$ cat config.mk
export PLATFORM = sky130hd
export DESIGN_NAME = mem_port_arbiter_flat
export DESIGN_NICKNAME = d
export VERILOG_FILES = /design/src/rtl/mem_port_arbiter_if.sv /design/src/rtl/mem_port_arbiter.sv /design/src/flat_wrapper.sv
export SDC_FILE = /design/constraint.sdc
export NUM_CORES = 1
export LEC_CHECK = 0
export ABC_CLOCK_PERIOD_IN_PS = 2500
export CORE_MARGIN = 3
export CORE_UTILIZATION = 42
export CTS_CLUSTER_DIAMETER = 60
export DETAILED_ROUTE_END_ITERATION = 8
export PLACE_DENSITY = 0.87
export SYNTH_ARGS = -nofsm -noshare
export SYNTH_HDL_FRONTEND = slang
export SYNTH_SLANG_ARGS = --single-unit
$ cat constraint.sdc
create_clock -name clk -period 2.5 [get_ports clk]
set_input_delay 0.375 -clock clk [delete_from_list [all_inputs] [get_ports clk]]
set_output_delay 0.375 -clock clk [all_outputs]
set_load 0.02 [all_outputs]
$ cat src/rtl/mem_port_arbiter_if.sv
// Bus bundle between the fetch/data requesters, the arbiter and the shared memory port.
`timescale 1ns/1ps
interface mem_port_arbiter_if #(
  parameter int unsigned ADDR_WIDTH = 32,
  parameter int unsigned DATA_WIDTH = 32
);
  logic                  i_req;
  logic [ADDR_WIDTH-1:0] i_addr;
  logic                  i_ack;
  logic [DATA_WIDTH-1:0] i_rdata;
  logic                  d_req;
  logic                  d_we;
  logic [ADDR_WIDTH-1:0] d_addr;
  logic [DATA_WIDTH-1:0] d_wdata;
  logic                  d_ack;
  logic [DATA_WIDTH-1:0] d_rdata;
  logic                  mem_en;
  logic                  mem_we;
  logic [ADDR_WIDTH-1:0] mem_addr;
  logic [DATA_WIDTH-1:0] mem_wdata;
  logic [DATA_WIDTH-1:0] mem_rdata;

  // Arbiter side
  modport slave (
    input  i_req, i_addr, d_req, d_we, d_addr, d_wdata, mem_rdata,
    output i_ack, i_rdata, d_ack, d_rdata, mem_en, mem_we, mem_addr, mem_wdata
  );

  // Requester and memory side
  modport master (
    output i_req, i_addr, d_req, d_we, d_addr, d_wdata, mem_rdata,
    input  i_ack, i_rdata, d_ack, d_rdata, mem_en, mem_we, mem_addr, mem_wdata
  );
endinterface

$ cat src/rtl/mem_port_arbiter.sv
// Round-robin arbiter sharing one single-outstanding memory port between
// an instruction-fetch port and a load/store port.
`timescale 1ns/1ps
module mem_port_arbiter #(
  parameter int unsigned ADDR_WIDTH  = 32,
  parameter int unsigned DATA_WIDTH  = 32,
  parameter int unsigned MEM_LATENCY = 2
) (
  input logic           clk,
  input logic           rst_n,
  mem_port_arbiter_if.slave bus
);
  localparam int unsigned CNT_W = 4;

  typedef enum logic [1:0] {IDLE, ISSUE, WAIT, RESP} state_t;

  state_t                state_q, state_d;
  logic [CNT_W-1:0]      cnt_q, cnt_d;
  logic                  last_gnt_q, last_gnt_d;  // 1 = data port
  logic                  owner_q, owner_d;        // 1 = data port
  logic                  gnt_data;
  logic                  mem_en_q, mem_en_d;
  logic                  mem_we_q, mem_we_d;
  logic                  i_ack_q, i_ack_d;
  logic                  d_ack_q, d_ack_d;
  logic [ADDR_WIDTH-1:0] mem_addr_q, mem_addr_d;
  logic [DATA_WIDTH-1:0] mem_wdata_q, mem_wdata_d;
  logic [DATA_WIDTH-1:0] i_rdata_q, i_rdata_d;
  logic [DATA_WIDTH-1:0] d_rdata_q, d_rdata_d;

  always_ff @(posedge clk or negedge rst_n) begin
    if (!rst_n) begin
      state_q     <= IDLE;
      cnt_q       <= '0;
      last_gnt_q  <= 1'b1;
      owner_q     <= 1'b0;
      mem_en_q    <= 1'b0;
      mem_we_q    <= 1'b0;
      i_ack_q     <= 1'b0;
      d_ack_q     <= 1'b0;
      mem_addr_q  <= '0;
      mem_wdata_q <= '0;
      i_rdata_q   <= '0;
      d_rdata_q   <= '0;
    end else begin
      state_q     <= state_d;
      cnt_q       <= cnt_d;
      last_gnt_q  <= last_gnt_d;
      owner_q     <= owner_d;
      mem_en_q    <= mem_en_d;
      mem_we_q    <= mem_we_d;
      i_ack_q     <= i_ack_d;
      d_ack_q     <= d_ack_d;
      mem_addr_q  <= mem_addr_d;
      mem_wdata_q <= mem_wdata_d;
      i_rdata_q   <= i_rdata_d;
      d_rdata_q   <= d_rdata_d;
    end
  end

  // Next-state and registered-output decode; strobes and acks default low.
  always_comb begin
    state_d     = state_q;
    cnt_d       = cnt_q;
    last_gnt_d  = last_gnt_q;
    owner_d     = owner_q;
    mem_en_d    = 1'b0;
    mem_we_d    = 1'b0;
    i_ack_d     = 1'b0;
    d_ack_d     = 1'b0;
    mem_addr_d  = mem_addr_q;
    mem_wdata_d = mem_wdata_q;
    i_rdata_d   = i_rdata_q;
    d_rdata_d   = d_rdata_q;
    // Data wins unless both request and data had the previous grant.
    gnt_data    = bus.d_req & ~(bus.i_req & last_gnt_q);

    case (state_q)
      IDLE: begin
        if (bus.i_req | bus.d_req) begin
          owner_d    = gnt_data;
          last_gnt_d = gnt_data;
          mem_en_d   = 1'b1;
          mem_we_d   = gnt_data & bus.d_we;
          mem_addr_d = gnt_data ? bus.d_addr : bus.i_addr;
          if (gnt_data) mem_wdata_d = bus.d_wdata;
          state_d    = ISSUE;
        end
      end
      ISSUE: begin
        if (mem_we_q) begin
          i_ack_d = ~owner_q;
          d_ack_d = owner_q;
          state_d = RESP;
        end else begin
          cnt_d   = CNT_W'(MEM_LATENCY);
          state_d = WAIT;
        end
      end
      WAIT: begin
        cnt_d = cnt_q - CNT_W'(1);
        // Final wait edge: memory data is valid now.
        if (cnt_q == CNT_W'(1)) begin
          if (owner_q) d_rdata_d = bus.mem_rdata;
          else         i_rdata_d = bus.mem_rdata;
          i_ack_d = ~owner_q;
          d_ack_d = owner_q;
          state_d = RESP;
        end
      end
      RESP:    state_d = IDLE;
      default: state_d = IDLE;
    endcase
  end

  assign bus.mem_en    = mem_en_q;
  assign bus.mem_we    = mem_we_q;
  assign bus.mem_addr  = mem_addr_q;
  assign bus.mem_wdata = mem_wdata_q;
  assign bus.i_ack     = i_ack_q;
  assign bus.d_ack     = d_ack_q;
  assign bus.i_rdata   = i_rdata_q;
  assign bus.d_rdata   = d_rdata_q;
endmodule

$ cat src/flat_wrapper.sv
// flat-port wrapper written by rule: the top's interface ports become plain ports
module mem_port_arbiter_flat 
#(
  parameter int unsigned ADDR_WIDTH  = 32,
  parameter int unsigned DATA_WIDTH  = 32,
  parameter int unsigned MEM_LATENCY = 2
)
  (clk, rst_n, bus_i_req, bus_i_addr, bus_d_req, bus_d_we, bus_d_addr, bus_d_wdata, bus_mem_rdata, bus_i_ack, bus_i_rdata, bus_d_ack, bus_d_rdata, bus_mem_en, bus_mem_we, bus_mem_addr, bus_mem_wdata);
  mem_port_arbiter_if #(.ADDR_WIDTH(ADDR_WIDTH), .DATA_WIDTH(DATA_WIDTH)) bus_i ();
  input logic clk;
  input logic rst_n;
  input wire logic [$bits(bus_i.i_req)-1:0] bus_i_req;
  input wire logic [$bits(bus_i.i_addr)-1:0] bus_i_addr;
  input wire logic [$bits(bus_i.d_req)-1:0] bus_d_req;
  input wire logic [$bits(bus_i.d_we)-1:0] bus_d_we;
  input wire logic [$bits(bus_i.d_addr)-1:0] bus_d_addr;
  input wire logic [$bits(bus_i.d_wdata)-1:0] bus_d_wdata;
  input wire logic [$bits(bus_i.mem_rdata)-1:0] bus_mem_rdata;
  output wire logic [$bits(bus_i.i_ack)-1:0] bus_i_ack;
  output wire logic [$bits(bus_i.i_rdata)-1:0] bus_i_rdata;
  output wire logic [$bits(bus_i.d_ack)-1:0] bus_d_ack;
  output wire logic [$bits(bus_i.d_rdata)-1:0] bus_d_rdata;
  output wire logic [$bits(bus_i.mem_en)-1:0] bus_mem_en;
  output wire logic [$bits(bus_i.mem_we)-1:0] bus_mem_we;
  output wire logic [$bits(bus_i.mem_addr)-1:0] bus_mem_addr;
  output wire logic [$bits(bus_i.mem_wdata)-1:0] bus_mem_wdata;
  assign bus_i.i_req = bus_i_req;
  assign bus_i.i_addr = bus_i_addr;
  assign bus_i.d_req = bus_d_req;
  assign bus_i.d_we = bus_d_we;
  assign bus_i.d_addr = bus_d_addr;
  assign bus_i.d_wdata = bus_d_wdata;
  assign bus_i.mem_rdata = bus_mem_rdata;
  assign bus_i_ack = bus_i.i_ack;
  assign bus_i_rdata = bus_i.i_rdata;
  assign bus_d_ack = bus_i.d_ack;
  assign bus_d_rdata = bus_i.d_rdata;
  assign bus_mem_en = bus_i.mem_en;
  assign bus_mem_we = bus_i.mem_we;
  assign bus_mem_addr = bus_i.mem_addr;
  assign bus_mem_wdata = bus_i.mem_wdata;
  mem_port_arbiter #(.ADDR_WIDTH(ADDR_WIDTH), .DATA_WIDTH(DATA_WIDTH), .MEM_LATENCY(MEM_LATENCY)) u_core (.clk(clk), .rst_n(rst_n), .bus(bus_i));
endmodule
==> images/layer_met1.png <==
Scale bar: 20 um. Cells faint in the background.
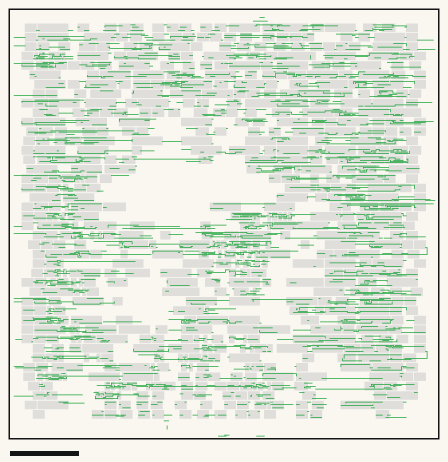
nets with wire on the layer: 674
main direction: horizontal
share of all routed wire: 36%
wire length on this layer: 5410 um
longest straight run: 29.4 um
met1 usage: 21.1%
Post-Route WL: 15200 um

==> images/layer_met2.png <==
Scale bar: 20 um. Cells faint in the background.
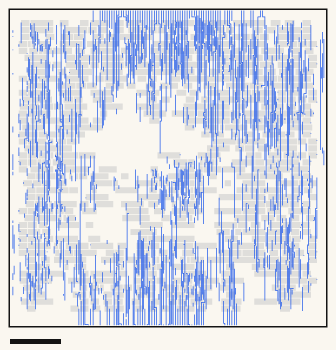
share of all routed wire: 53%
nets with wire on the layer: 743
main direction: vertical
longest straight run: 53.7 um
wire length on this layer: 8070 um
vias: 4195
global-route track usage on met2: 35.7%

==> images/layer_met3.png <==
Scale bar: 20 um. Cells faint in the background.
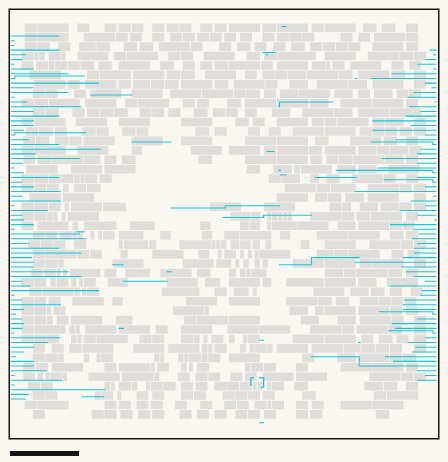
wire length on this layer: 1490 um
main direction: horizontal
longest straight run: 27.8 um
met3 usage in global routing: 7.50%

==> images/layer_met4.png <==
Scale bar: 20 um.
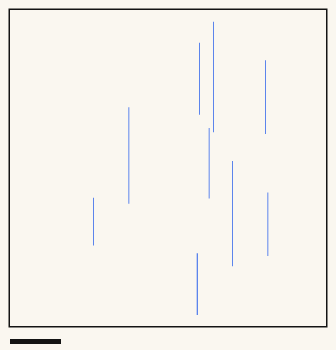
longest straight run: 42.8 um
nets with wire on the layer: 6
share of all routed wire: 1.8%
main direction: vertical

==> images/congestion.png <==
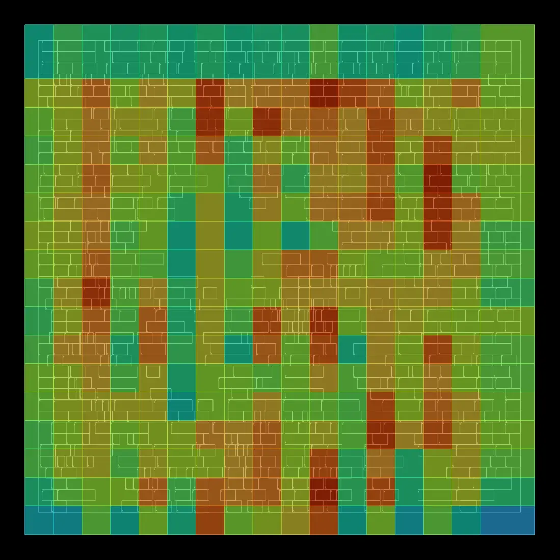
DR WL/cell: 17.7 um
busiest grt layer: met2
final core occ: 69.7%

==> flow_metrics.env <==
# implementation run metrics
export IMPL_hp_class="reg -> reg"
export IMPL_critPathTopFamily="simple AND/OR/NAND/NOR gates"
export IMPL_tightest_slew_ns=0.656
export IMPL_clkTransAtPathRegs_ns=0.06
export IMPL_die_width_um=123
export IMPL_report_final_slew_viol_count=0
export IMPL_status="finished, final reports clean"
export IMPL_synthFlopType="dfrtp_1"
export IMPL_mux_share_pct=26.3
export IMPL_die_area_mm2=0.0152
export IMPL_logic_family="multiplexers"
export IMPL_antenna_found_initial=0
export IMPL_yosys_top_cells_area="dfrtp_1 60%, mux2_2 13%, mux2_4 7.8%"
export IMPL_yosysWarnings=0
export IMPL_fp_nets=540
export IMPL_firstDrtPassIters=6
export IMPL_grt_total_usage_pct=19.9
export IMPL_cpPeakStageDelay_ns=0.41
export IMPL_htreeDepth=4
export IMPL_slew_headroom_pct=56.3
export IMPL_power_w=0.0116
routing by layer:
layer,part of all wire (%),vias up
met4,1.8,0
met1,36,2040
met3,9.7,21
met2,53,181
li1,-,1953
met5,0,-
where the power goes:
part / switching [W] / total (W) / internal [W]
sequential: 0.000566 / 0.00382 / 0.00326
combinational: 0.00242 / 0.00510 / 0.00267
clock: 0.000922 / 0.00266 / 0.00174
total: 0.00391 / 0.0116 / 0.00767
placed cells by master (no fill, tap or decap), types with 2 or more instances in the layout:
| cell | count |
|---|---|
| inv_1 | 7 |
| nor2_1 | 4 |
| bufinv_16 | 3 |
| nand4b_1 | 2 |
| nand3_1 | 3 |
| clkbuf_8 | 6 |
| ha_1 | 5 |
| clkdlybuf4s50_1 | 263 |
| mux2_2 | 67 |
| mux2_4 | 30 |
| clkinv_4 | 2 |
| o21ai_0 | 35 |
| nand2_1 | 38 |
| buf_12 | 6 |
| dfrtp_1 | 139 |
| mux2i_1 | 32 |
| buf_4 | 3 |
| clkbuf_16 | 17 |
worst paths after layout:
| kind | from | to | slack (ns) | cells past startpoint |
|---|---|---|---|---|
| max in group asynchronous | rst_n | u_core.bus.d_rdata[31] | 1.22 | 3 |
| hold reg to reg | u_core.owner_q | u_core.bus.i_ack | 0.46 | 1 |
| min in group asynchronous | rst_n | u_core.bus.d_rdata[17] | 0.53 | 2 |
| setup / recovery | u_core.state_q[0] | u_core.bus.i_rdata[25] | 0.34 | 6 |
| hold / removal | u_core.owner_q | u_core.bus.i_ack | 0.46 | 1 |
| setup reg to reg | u_core.state_q[0] | u_core.bus.i_rdata[25] | 0.34 | 6 |
layout make-up:
cell class | instances | area, um^2
fillers | 938 | 4050
flip-flops and latches | 140 | 3500
repair buffers | 274 | 2800
multi-input cells | 233 | 2110
clock buffers | 24 | 512
well taps | 176 | 220
clock inverters | 8 | 129
inverters | 7 | 26.3
state kept, by name, summed over array words and instances (netlist names):
name / cells
u_core.bus.d_ack: 1
u_core.bus.mem_we: 1
u_core.last_gnt_q: 1
u_core.owner_q: 1
u_core.bus.i_ack: 1
u_core.bus.i_rdata: 32
u_core.cnt_q: 4
u_core.bus.mem_addr: 32
u_core.bus.mem_en: 1
u_core.bus.d_rdata: 32
u_core.bus.mem_wdata: 32
u_core.state_q: 2
Yosys cell counts, types with 2 or more instances:
cell      instances
buf_12            3
buf_2             4
buf_4             6
buf_6             2
clkbuf_1          7
dfrtp_1         139
ha_1              5
inv_1             7
mux2_2           67
mux2_4           30
mux2i_1          32
nand2_1          38
nand3_1           3
nand4b_1          2
nor2_1            4
o21ai_0          35
worst register-to-register path, stage by stage, from the launching register on:
cell      delay, ns
dfrtp_1        0.41
inv_1          0.10
ha_1           0.33
and4bb_4       0.29
and2_4         0.35
buf_4          0.25
mux2_4         0.32
metrics by stage:
stage                     hold WS (ns)  instance area, um^2  setup slack, ns  utilization, %
after floorplan                 0.0794                 5790            0.710               -
after global routing             0.486                 9300            0.237            69.7
after CTS                        0.460                 9300            0.317            69.7
after global placement           0.407                 8650            0.439            64.8
final                            0.459                 9300            0.342            69.7
after detailed placement         0.428                 8650            0.332            64.8
Power is estimated from default activity; no workload was simulated.
